### config.mk
export PLATFORM = sky130hd
export DESIGN_NAME = stft_frame_binarizer_flat
export DESIGN_NICKNAME = d
export VERILOG_FILES = /design/src/rtl/stft_frame_binarizer_if.sv /design/src/rtl/stft_frame_binarizer.sv /design/src/flat_wrapper.sv
export SDC_FILE = /design/constraint.sdc
export NUM_CORES = 1
export LEC_CHECK = 0
export CAP_MARGIN = 20
export CORE_ASPECT_RATIO = 2
export CORE_MARGIN = 2
export CORE_UTILIZATION = 36
export DETAILED_ROUTE_END_ITERATION = 10
export GPL_TIMING_DRIVEN = 1
export MAX_ROUTING_LAYER = met4
export PLACE_DENSITY = 0.6
export SYNTH_ARGS = -nofsm -noshare
export SYNTH_HDL_FRONTEND = slang
export SYNTH_SLANG_ARGS = --single-unit
### constraint.sdc
create_clock -name iCLK -period 4.8 [get_ports iCLK]
set_clock_uncertainty 0.2 [all_clocks]
set_input_delay 0.96 -clock iCLK [delete_from_list [all_inputs] [get_ports iCLK]]
set_output_delay 0.96 -clock iCLK [all_outputs]
set_load 0.01 [all_outputs]
### src/rtl/stft_frame_binarizer_if.sv
// Sample stream, MEM0 write port and classifier result bus of the STFT frame binarizer.
// The slave modport is the binarizer's view; master is the surrounding system's view.
interface stft_frame_binarizer_if #(
    parameter int unsigned DW       = 16,
    parameter int unsigned ROW_BITS = 28,
    parameter int unsigned AW       = 6
);
    logic                iVALID;
    logic [DW-1:0]       iDATA;
    logic                oREADY;
    logic [AW-1:0]       oMEM0ADDR;
    logic [ROW_BITS-1:0] oMEM0WrDATA;
    logic                oMEM0Wr_EN;
    logic                oSTART;
    logic                iRESULT_EN;
    logic [AW-1:0]       iRESULT_ADDR;
    logic [ROW_BITS-1:0] iRESULT_DATA;

    modport slave (
        input  iVALID, iDATA, iRESULT_EN, iRESULT_ADDR, iRESULT_DATA,
        output oREADY, oMEM0ADDR, oMEM0WrDATA, oMEM0Wr_EN, oSTART
    );

    modport master (
        output iVALID, iDATA, iRESULT_EN, iRESULT_ADDR, iRESULT_DATA,
        input  oREADY, oMEM0ADDR, oMEM0WrDATA, oMEM0Wr_EN, oSTART
    );
endinterface

### src/rtl/stft_frame_binarizer.sv
// Binarizes STFT magnitudes against a per-frame threshold, packs them into MEM0 rows,
// kicks the BNN classifier and captures its class-index write back to the host.
module stft_frame_binarizer #(
    parameter int unsigned DW       = 16,
    parameter int unsigned ROW_BITS = 28,
    parameter int unsigned ROWS     = 36,
    parameter int unsigned AW       = 6
) (
    input  logic                      iCLK,
    input  logic                      iRSTn,
    input  logic                      iCLR,
    input  logic                      iGO,
    input  logic [DW-1:0]             iTHRESH,
    stft_frame_binarizer_if.slave     bus,
    output logic [3:0]                oCLASS,
    output logic                      oCLASS_VALID,
    output logic                      oBUSY
);

    typedef enum logic [2:0] {StIdle, StFill, StWrite, StStart, StWaitRes} state_e;

    state_e              r_state, w_state_nxt;
    logic [DW-1:0]       r_thr;
    logic [ROW_BITS-1:0] r_sr;
    logic [4:0]          r_bitcnt;
    logic [AW-1:0]       r_rowcnt;
    logic [AW-1:0]       r_addr;
    logic [ROW_BITS-1:0] r_wrdata;
    logic                r_wr_en;
    logic                r_start;
    logic [3:0]          r_class;
    logic                r_class_valid;

    logic                w_xfer;
    logic                w_bit;
    logic                w_row_done;
    logic                w_last_row;
    logic                w_res_hit;
    logic                w_unused_bits;

    assign w_xfer     = bus.iVALID && (r_state == StFill);
    assign w_bit      = (bus.iDATA >= r_thr);
    assign w_row_done = w_xfer && (r_bitcnt == 5'(ROW_BITS - 1));
    assign w_last_row = (r_rowcnt == AW'(ROWS - 1));
    assign w_res_hit  = (r_state == StWaitRes) && bus.iRESULT_EN &&
                        (bus.iRESULT_ADDR == AW'(ROWS));

    // Only the class index of the result word matters; the shift-out bit is dropped.
    assign w_unused_bits = ^{bus.iRESULT_DATA[ROW_BITS-1:4], r_sr[ROW_BITS-1]};

    always_comb begin
        w_state_nxt = r_state;
        unique case (r_state)
            StIdle:    if (iGO) w_state_nxt = StFill;
            StFill:    if (w_row_done) w_state_nxt = StWrite;
            StWrite:   w_state_nxt = w_last_row ? StStart : StFill;
            StStart:   w_state_nxt = StWaitRes;
            StWaitRes: if (w_res_hit) w_state_nxt = StIdle;
            default:   w_state_nxt = StIdle;
        endcase
    end

    always_ff @(posedge iCLK or negedge iRSTn) begin
        if (!iRSTn) begin
            r_state <= StIdle;
        end else if (iCLR) begin
            r_state <= StIdle;
        end else begin
            r_state <= w_state_nxt;
        end
    end

    always_ff @(posedge iCLK or negedge iRSTn) begin
        if (!iRSTn) begin
            r_thr         <= '0;
            r_sr          <= '0;
            r_bitcnt      <= '0;
            r_rowcnt      <= '0;
            r_addr        <= '0;
            r_wrdata      <= '0;
            r_wr_en       <= 1'b0;
            r_start       <= 1'b0;
            r_class       <= '0;
            r_class_valid <= 1'b0;
        end else if (iCLR) begin
            r_thr         <= '0;
            r_sr          <= '0;
            r_bitcnt      <= '0;
            r_rowcnt      <= '0;
            r_addr        <= '0;
            r_wrdata      <= '0;
            r_wr_en       <= 1'b0;
            r_start       <= 1'b0;
            r_class       <= '0;
            r_class_valid <= 1'b0;
        end else begin
            // Strobes are registered so they line up with the WRITE/START state cycles.
            r_wr_en       <= w_row_done;
            r_start       <= (r_state == StWrite) && w_last_row;
            r_class_valid <= w_res_hit;

            if ((r_state == StIdle) && iGO) begin
                r_thr <= iTHRESH;
            end

            if (w_xfer) begin
                r_sr     <= {r_sr[ROW_BITS-2:0], w_bit};
                r_bitcnt <= w_row_done ? 5'd0 : r_bitcnt + 5'd1;
            end

            if (w_row_done) begin
                r_addr   <= r_rowcnt;
                r_wrdata <= {r_sr[ROW_BITS-2:0], w_bit};
            end

            if (r_state == StWrite) begin
                r_rowcnt <= w_last_row ? '0 : r_rowcnt + AW'(1);
            end

            if (w_res_hit) begin
                r_class <= bus.iRESULT_DATA[3:0];
            end
        end
    end

    assign bus.oREADY      = (r_state == StFill);
    assign bus.oMEM0ADDR   = r_addr;
    assign bus.oMEM0WrDATA = r_wrdata;
    assign bus.oMEM0Wr_EN  = r_wr_en;
    assign bus.oSTART      = r_start;
    assign oCLASS          = r_class;
    assign oCLASS_VALID    = r_class_valid;
    assign oBUSY           = (r_state != StIdle);

endmodule
### src/flat_wrapper.sv
// flat-port wrapper written by rule: the top's interface ports become plain ports
module stft_frame_binarizer_flat 
#(
    parameter int unsigned DW       = 16,
    parameter int unsigned ROW_BITS = 28,
    parameter int unsigned ROWS     = 36,
    parameter int unsigned AW       = 6
)
  (iCLK, iRSTn, iCLR, iGO, iTHRESH, oCLASS, oCLASS_VALID, oBUSY, bus_iVALID, bus_iDATA, bus_iRESULT_EN, bus_iRESULT_ADDR, bus_iRESULT_DATA, bus_oREADY, bus_oMEM0ADDR, bus_oMEM0WrDATA, bus_oMEM0Wr_EN, bus_oSTART);
  stft_frame_binarizer_if #(.DW(DW), .ROW_BITS(ROW_BITS), .AW(AW)) bus_i ();
  input  logic iCLK;
  input  logic iRSTn;
  input  logic iCLR;
  input  logic iGO;
  input  logic [DW-1:0] iTHRESH;
  output logic [3:0] oCLASS;
  output logic oCLASS_VALID;
  output logic oBUSY;
  input wire logic [$bits(bus_i.iVALID)-1:0] bus_iVALID;
  input wire logic [$bits(bus_i.iDATA)-1:0] bus_iDATA;
  input wire logic [$bits(bus_i.iRESULT_EN)-1:0] bus_iRESULT_EN;
  input wire logic [$bits(bus_i.iRESULT_ADDR)-1:0] bus_iRESULT_ADDR;
  input wire logic [$bits(bus_i.iRESULT_DATA)-1:0] bus_iRESULT_DATA;
  output wire logic [$bits(bus_i.oREADY)-1:0] bus_oREADY;
  output wire logic [$bits(bus_i.oMEM0ADDR)-1:0] bus_oMEM0ADDR;
  output wire logic [$bits(bus_i.oMEM0WrDATA)-1:0] bus_oMEM0WrDATA;
  output wire logic [$bits(bus_i.oMEM0Wr_EN)-1:0] bus_oMEM0Wr_EN;
  output wire logic [$bits(bus_i.oSTART)-1:0] bus_oSTART;
  assign bus_i.iVALID = bus_iVALID;
  assign bus_i.iDATA = bus_iDATA;
  assign bus_i.iRESULT_EN = bus_iRESULT_EN;
  assign bus_i.iRESULT_ADDR = bus_iRESULT_ADDR;
  assign bus_i.iRESULT_DATA = bus_iRESULT_DATA;
  assign bus_oREADY = bus_i.oREADY;
  assign bus_oMEM0ADDR = bus_i.oMEM0ADDR;
  assign bus_oMEM0WrDATA = bus_i.oMEM0WrDATA;
  assign bus_oMEM0Wr_EN = bus_i.oMEM0Wr_EN;
  assign bus_oSTART = bus_i.oSTART;
  stft_frame_binarizer #(.DW(DW), .ROW_BITS(ROW_BITS), .ROWS(ROWS), .AW(AW)) u_core (.iCLK(iCLK), .iRSTn(iRSTn), .iCLR(iCLR), .iGO(iGO), .iTHRESH(iTHRESH), .bus(bus_i), .oCLASS(oCLASS), .oCLASS_VALID(oCLASS_VALID), .oBUSY(oBUSY));
endmodule
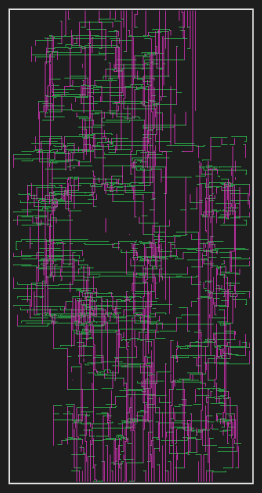
(run_1/metal_stack.png)
Scale: 3 px per micron. Two of the layers only.
met2: marked magenta, wire length 5100 microns. met1: marked green, wire length 3940 microns.

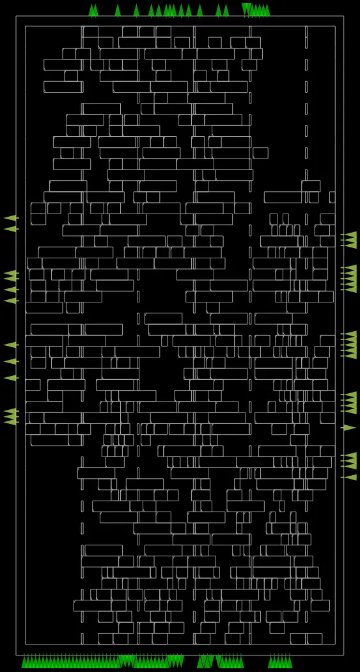
(run_1/final_placement.png)
sequential portion of the cell area: 0.4432
area of the core region: 11630 sq um

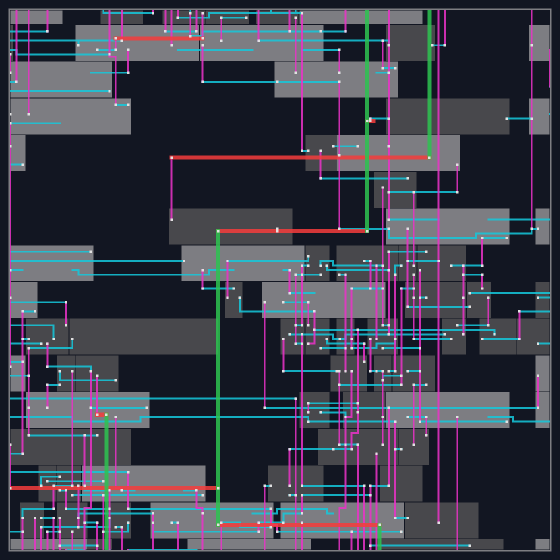
(run_1/zoom.png)
Region (20, 59) to (60, 99) microns. Cells in gray, sequential cells in the stronger gray; small squares are vias.
met1: marked cyan. met4: marked green. met3: marked red. met2: marked magenta.
Netlist names of flops here include u_core.r_bitcnt (5), u_core.r_sr (4), u_core.bus.oMEM0WrDATA (3). 54 logic cells have their middle in the window. Sequential cells in the window: 15. Most frequent: dfrtp_1 (15), a21oi_1 (5).

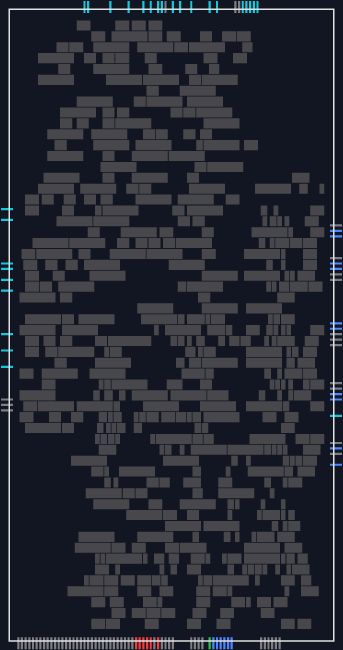
(run_1/pins.png)
Scale: 4 px per micron. Pins as bars across the die edge, other pins in gray.
bus_oMEM0WrDATA: marked cyan, pins 28, direction output, edge 18 top, 9 left, 1 right. bus_oSTART: marked green, pins 1, direction output, edge bottom. iTHRESH: marked blue, pins 16, direction input, edge 10 right, 6 bottom. bus_iRESULT_ADDR: marked red, pins 6, direction input, edge bottom.

==> reports/summary.log, run 1 <==
qor: status.outcome finished clean
qor: timing.layout_setup_ws 1.826 ns
qor: clock_tree.clk-insertion-delay-late 0.35 ns
qor: global_routing.groute.usage.overall 0.1684
qor: worst_setup_path.cp.buffers_inverters 1
qor: clock_tree.cts_buffers 9
qor: yosys.mapped_area 4244 sq um
qor: detailed_routing.routed_wl 9553 microns
qor: yosys.yosys.area.top_type dfrtp_1
qor: yosys.post_synth_most_frequent_cells dfrtp_1, a22o_1, nand2_1
qor: global_routing.number_of_antenna_violations_at_the_first_check_in_global_routing 0
qor: clock_tree.clock_root_cell clkbuf_16
qor: clock_tree.ctsHtreeMaxLevel 3
qor: worst_setup_path.crit_slowest_cell a2111oi_0
qor: floorplan.fp.dieH 157.6 microns
qor: floorplan.placementRows 56
qor: yosys.synth_simple_gate_area_share 0.1229
qor: placed_design.post_dp_cell_area 5219 sq um
qor: timing.finalSetupViolations 0
qor: floorplan.tap_cells 145
qor: placed_design.gp_routability_congestion 0.7402
qor: clock_tree.tritoncts yes
qor: timing.max_freq 336.3 MHz
qor: clock_tree.cts_hold_repair.buffers 0
qor: placed_design.place.port_buffers 90
qor: layout.design_area 5533 sq um
qor: layout.area.growth.synth_to_final 30.37%
qor: power.fin_total_pwr 1.707 mW
qor: global_routing.grt_util_met3 0.02982
qor: layout.inverters 18
qor: timing.hold_viol_final 0
qor: yosys.synth-edff-count 0
qor: layout.filler_cell_count 1108
qor: clock_tree.cts_sinks 98
qor: power.pwr-share-seq 0.493
qor: layout.comb-cell-share 0.2883
qor: global_routing.grt_overflow_total 0
qor: detailed_routing.drt_drc_violations_left 0
qor: timing.tightest_slew 0.9427 ns
qor: worst_setup_path.timing.critical_path.to u_core.r_sr[0]
qor: yosys.yosys-top-cells-area dfrtp_1, a22o_1, ha_1
qor: worst_setup_path.end_kind register
qor: global_routing.grt.met1_usage 0.1900
qor: detailed_routing.maxUsedRoutingLayer met4
qor: worst_setup_path.r2r_end u_core.bus.oMEM0WrDATA[8]
qor: worst_setup_path.rrSetupSlack 2.31 ns
qor: clock_tree.cts_resized 0
qor: timing.maxSlewHeadroom 0.3692
qor: detailed_routing.drtAntennaViolNets 0
qor: yosys.synth-area-yosys 4244 sq um
qor: layout.antenna_diode_count 0
qor: layout.final_layout_size_suffix_gt1_frac 0.07221
qor: power.pwr_density_cell 308.6 nW/um^2
qor: worst_setup_path.worst-endpoint-arrival 2.99 ns
qor: power.power_leakage 2.478 nW
qor: min_path.min_delay_worst_endpoint u_core.bus.oMEM0WrDATA[14]
qor: yosys.logic_family AND-OR/OR-AND gates
qor: yosys.share_of_the_synthesized_netlist_area_taken_by_xor_and_xnor_gates 0.006191
qor: detailed_routing.vias 3123
qor: power.switching_part_of_the_total 0.2345
qor: global_routing.vias_in_the_first_global_route 3210
qor: power.p_int 1.307 mW
qor: min_path.holdPathStages 1
qor: floorplan.initial_core_util 0.3649
qor: yosys.synthDominantCellAreaShare 0.5778
qor: worst_setup_path.worstSetupStartpoint bus_iDATA[13]
qor: clock_tree.worst_setup_hold_path_clk_slew 0.07 ns
qor: worst_setup_path.worstPathRequired 4.82 ns
qor: worst_setup_path.critical_path.startpoint_type input port
qor: power.pwr-share-comb 0.082
qor: layout.final.signal_buffer_count 94
qor: detailed_routing.detailedRoute.firstIterationViolations 133
qor: yosys.ys_dominant_reg_cell dfrtp_1
qor: layout.nNetsFinal 542
qor: placed_design.dp_worst_setup_slack 1.463 ns
qor: min_path.min-delay-start u_core.bus.oMEM0WrDATA[14]
qor: global_routing.grt_busiest_layer met2
qor: yosys.synthArstFlopShare 1.000
qor: yosys.netlist_instances 366
qor: clock_tree.postCtsSetupBuffers 0
qor: yosys.multiplexer_fraction_of_the_synthesized_cell_area 0.009434
qor: timing.rsz0062_at_grt false
qor: global_routing.grt_first_pass_wirelength 15860 microns
qor: yosys.synthesis.nets 456
qor: layout.numSequentialCells 98
qor: power.pwr-share-clk 0.426
qor: run.cap_violations 0
qor: yosys.aoi_share 0.1843
qor: worst_setup_path.crit_fanout 2
qor: worst_setup_path.launching_point_of_the_worst_reg2reg_path u_core.r_state[0]
qor: yosys.number_of_flip_flops_and_latches_in_the_synthesized_netlist 98
qor: floorplan.die_x 80.78 microns
qor: min_path.hp-class reg -> reg
qor: global_routing.globalRouteMet2Util 0.2865
qor: power.power.switching 0.4004 mW
qor: yosys.synth_adder_area_share 0.05307
qor: floorplan.io_pins 115
[run 1: power by group through the flow]
stage	sequential (mW)	clock, mW	combinational (mW)
after floorplan	0.855	0	0.0679
after global placement	0.857	0	0.137
after detailed placement	0.857	0	0.141
after CTS	0.841	0.750	0.141
after global routing	0.842	0.779	0.158
final	0.841	0.727	0.139
[run 1: placed cells by master (no fill, tap or decap), types with 2 or more instances in the layout]
| cell | n |
|---|---|
| dfrtp_1 | 98 |
| clkdlybuf4s50_1 | 89 |
| a22o_1 | 59 |
| nand2_1 | 48 |
| a21oi_1 | 30 |
| ha_1 | 18 |
| inv_1 | 17 |
| nor2_1 | 16 |
| clkbuf_16 | 9 |
| nand4_1 | 5 |
| o21ai_0 | 5 |
| nor3_1 | 4 |
| mux2i_1 | 4 |
| buf_4 | 4 |
| clkinv_2 | 3 |
| and2_1 | 3 |
| a21o_1 | 3 |
| a2111oi_0 | 3 |
| nand3_1 | 3 |
| or3_1 | 3 |
| nand3b_1 | 3 |
| inv_6 | 3 |
| nor3b_1 | 2 |
| nor4_1 | 2 |
| nand2_2 | 2 |
| xnor2_1 | 2 |
[run 1: registers in the layout, summed over array words and instances, names as in the netlist]
name and count:
u_core.r_rowcnt 6, u_core.r_state 3, u_core.bus.oMEM0WrDATA 28, u_core.r_bitcnt 5, u_core.bus.oMEM0Wr_EN 1, u_core.r_thr 16
u_core.oCLASS_VALID 1, u_core.oCLASS 4, u_core.bus.oSTART 1, u_core.r_sr 27, u_core.bus.oMEM0ADDR 6
[run 1: stage by stage]
stage	instances	util
after floorplan	366	-
after global placement	585	0.4487
after detailed placement	585	0.4487
after CTS	601	0.4744
after global routing	602	0.4757
final	602	0.4757
==> run_1/met2.png <==
Scale: 3 px per micron.
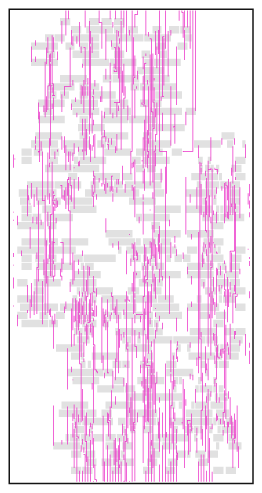

--- run 2 (diff from run 1) ---
PLACE_DENSITY = 0.62   (was 0.6)
clock period = 2.45 ns   (was 4.8 ns; I/O delays follow)
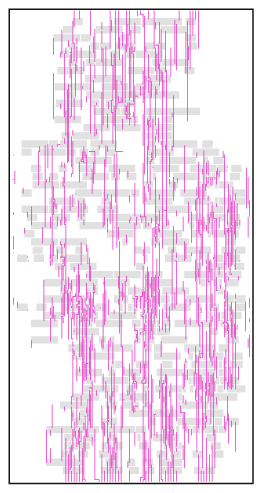
(run_2/met2.png)
Scale: 3 px per micron.
The layer carries 5250 microns of wire. The layer holds 54% of the routed length.

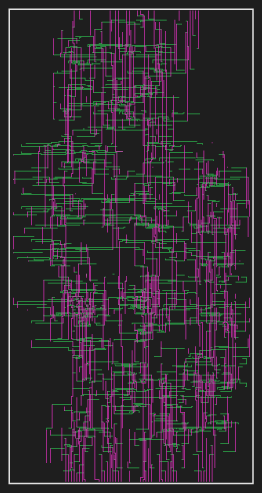
(run_2/metal_stack.png)
Scale: 3 px per micron. Two of the layers only.
met2: marked magenta, wire length 5250 microns. met1: marked green, wire length 3970 microns.

==> reports/summary.log, run 2 <==
qor: timing.slew_viol_final 0
qor: floorplan.placementRows 56
qor: timing.setup_tns 0 ns
qor: timing.layout_setup_ws 0.07538 ns
qor: clock_tree.clk-insertion-delay-late 0.34 ns
qor: clock_tree.tritoncts yes
qor: clock_tree.cts_hold_repair.buffers 1
qor: worst_setup_path.critical_path.top_delay_family buffers and inverters
qor: min_path.holdPathStages 1
qor: min_path.hp-class reg -> reg
qor: status.outcome finished clean
qor: clock_tree.cts_resized 2
qor: worst_setup_path.cp.buffers_inverters 1
qor: detailed_routing.detailedRoute.firstIterationViolations 119
qor: yosys.netlist_instances 366
qor: global_routing.grt_overflow_total 0
qor: worst_setup_path.launching_point_of_the_worst_reg2reg_path u_core.r_thr[0]
qor: clock_tree.cts_buffers 9
qor: yosys.yosys-top-cells-area dfrtp_1, a22o_1, ha_1
qor: worst_setup_path.worstPathRequired 1.76 ns
qor: floorplan.total_die_area 12730 sq um
qor: worst_setup_path.rrSetupSlack 0.26 ns
qor: yosys.yosys.area.top_type dfrtp_1
qor: timing.finalSetupViolations 0
qor: timing.rsz0062_at_grt false
qor: placed_design.post_dp_cell_area 5321 sq um
qor: layout.final_layout_size_suffix_gt1_frac 0.1047
qor: worst_setup_path.crit_path_cell_trace nor3b_4 > clkdlybuf4s50_1
qor: global_routing.vias_in_the_first_global_route 3323
qor: placed_design.gp_routability_congestion 0.7355
qor: detailed_routing.dr.pass1.iters 4
qor: detailed_routing.drtAntennaViolNets 0
qor: clock_tree.cts_sinks 98
qor: floorplan.fp.dieH 157.6 microns
qor: timing.tightest_slew 1.059 ns
qor: timing.final_critical_path_time_including_i_o_delays_and_setup 2.375 ns
qor: yosys.synth.yosys.num_cells 366
qor: detailed_routing.vias 3145
qor: yosys.yosys.cell_count.top_type dfrtp_1
qor: timing.fin_crit_sh 0.9692
qor: placed_design.dpl.cell_count 597
qor: clock_tree.postCtsSetupBuffers 0
qor: worst_setup_path.crit_fanout 9
qor: timing.timing.hold.ws 0.2979 ns
qor: detailed_routing.drt_drc_violations_left 0
qor: placed_design.place.port_buffers 90
qor: clock_tree.clock_path_buffers 2
qor: layout.area.growth.synth_to_final 33.99%
qor: yosys.number_of_flip_flops_and_latches_in_the_synthesized_netlist 98
qor: yosys.post_synth_most_frequent_cells dfrtp_1, a22o_1, nand2_1
qor: yosys.ys_dominant_reg_cell dfrtp_1
qor: power.pwr_density_cell 588.7 nW/um^2
qor: floorplan.placeableCoreArea 11630 sq um
qor: placed_design.dp_worst_setup_slack -0.4409 ns
qor: yosys.synth.yosys.seq_area_share 0.5778
qor: global_routing.grt_max_degree 46
qor: layout.lay_top_cells dfrtp_1, clkdlybuf4s50_1, a22o_1
qor: worst_setup_path.critical_path.startpoint_type register
qor: global_routing.groute.usage.overall 0.1633
qor: clock_tree.worst_setup_hold_path_clk_slew 0.06 ns
qor: worst_setup_path.r2r_end u_core.r_sr[0]
qor: layout.filler_cell_count 1106
qor: yosys.synth-edff-count 0
qor: yosys.netlist-cell-type-count 43
qor: clock_tree.clock_root_cell clkbuf_16
qor: floorplan.die_x 80.78 microns
qor: yosys.synthArstFlopShare 1.000
qor: worst_setup_path.rr_worst_depth 7
qor: layout.fin_cells 613
qor: layout.most_frequent_standard_cell_in_the_layout_excluding_fill_and_tap_cells dfrtp_1
qor: timing.maxSlewHeadroom 0.2931
qor: power.vdd_drop_max 0.0003113 V
qor: layout.nNetsFinal 554
qor: worst_setup_path.worst-endpoint-arrival 1.68 ns
qor: floorplan.initial_core_util 0.3649
qor: yosys.synth-area-yosys 4244 sq um
qor: detailed_routing.routedWlPerCell 15.84 microns
qor: timing.max_freq 421.1 MHz
qor: timing.hold_viol_final 0
qor: worst_setup_path.critical_path_class reg -> out
qor: yosys.synth-warning-count 0
qor: worst_setup_path.worst_path_largest_cell_delay 0.58 ns
qor: layout.antenna_diode_count 0
qor: global_routing.grt_first_pass_wirelength 15650 microns
qor: yosys.synthesis.nets 456
qor: yosys.synthDominantCellAreaShare 0.5778
qor: clock_tree.ctsHtreeMaxLevel 3
qor: run.cap_violations 0
qor: yosys.mapped_area 4244 sq um
qor: layout.design_area 5687 sq um
qor: run.warning_count 50
qor: floorplan.io_pins 115
qor: power.fin_total_pwr 3.348 mW
qor: power.power_leakage 2.560 nW
qor: global_routing.number_of_antenna_violations_at_the_first_check_in_global_routing 0
qor: detailed_routing.viasPerCell 5.131
qor: layout.utilization 0.4889
qor: min_path.min_delay_worst_endpoint u_core.bus.oMEM0WrDATA[23]
qor: placed_design.dp_hpwl 6763 microns
qor: worst_setup_path.end_kind output port
qor: yosys.synth_area_per_cell 11.60 sq um
qor: detailed_routing.routed_wl 9710 microns
qor: worst_setup_path.crit_slowest_cell clkdlybuf4s50_1
qor: min_path.min-delay-start u_core.bus.oMEM0WrDATA[23]
qor: layout.largest_reg_flops 28
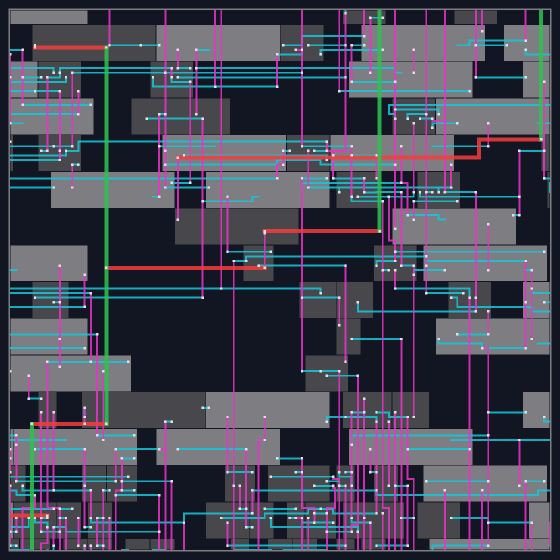
(run_2/zoom.png)
Region (20, 59) to (60, 99) microns. Cells in gray, sequential cells in the stronger gray; small squares are vias.
met4: marked green. met1: marked cyan. met2: marked magenta. met3: marked red.
Netlist names of flops here include u_core.r_sr (7), u_core.bus.oMEM0WrDATA (5), u_core.r_bitcnt (4). Most frequent: dfrtp_1 (20), a22o_1 (11). 59 logic cells have their middle in the window. Sequential cells in the window: 20.

==> run 2: cell counts after synthesis <==
No cell type changed its count.
==> run 2: worst max-delay path by stage <==
stage,cells after the start,startpoint,slack [ns],endpoint
after floorplan,6,bus_iDATA[13],0.36,u_core.r_sr[0]
after global placement,8,bus_iDATA[13],-0.45,u_core.r_sr[0]
after detailed placement,8,bus_iDATA[13],-0.44,u_core.r_sr[0]
after CTS,9,bus_iDATA[0],0.005,u_core.bus.oMEM0WrDATA[0]
after global routing,2,u_core.r_state[1],0.03,bus_oREADY
final,2,u_core.r_state[1],0.08,bus_oREADY
==> run 2: power breakdown <==
| group | leakage (nW) | internal [mW] | switching [mW] |
|---|---|---|---|
| combinational | 1.06 | 0.148 | 0.156 |
| clock | 0.146 | 0.815 | 0.578 |
| sequential | 1.36 | 1.64 | 0.0143 |
==> run 2: routing by layer <==
layer	share of wire	wire length [microns]	global-route usage	vias up
met2	0.54	5247	0.2889	63
met1	0.41	3972	0.1821	1559
met4	0.016	157	0.05973	0
li1	-	-	-	1512
met3	0.034	333	0.02695	11
met5	0	0	-	-
==> run 2: logic make-up after synthesis <==
group           share of synthesized area
compound gates                     0.1843
xor+xnor                         0.006192
fa+ha+maj                         0.05307
buf+inv                           0.04628
flops                              0.5778
mux                              0.009434
simple gates                       0.1229
==> run 2: layout make-up <==
class | instances | area, sq um | share of cell area
flip-flops and latches | 98 | 2454 | 0.4315
multi-input cells | 231 | 1652 | 0.2904
repair buffers | 106 | 1036 | 0.1822
clock buffers | 11 | 242.7 | 0.04268
well taps | 145 | 181.4 | 0.03190
inverters | 18 | 68.82 | 0.01210
clock inverters | 4 | 52.55 | 0.009241
Power figures rest on the tool's default switching activity, not on a simulated workload.
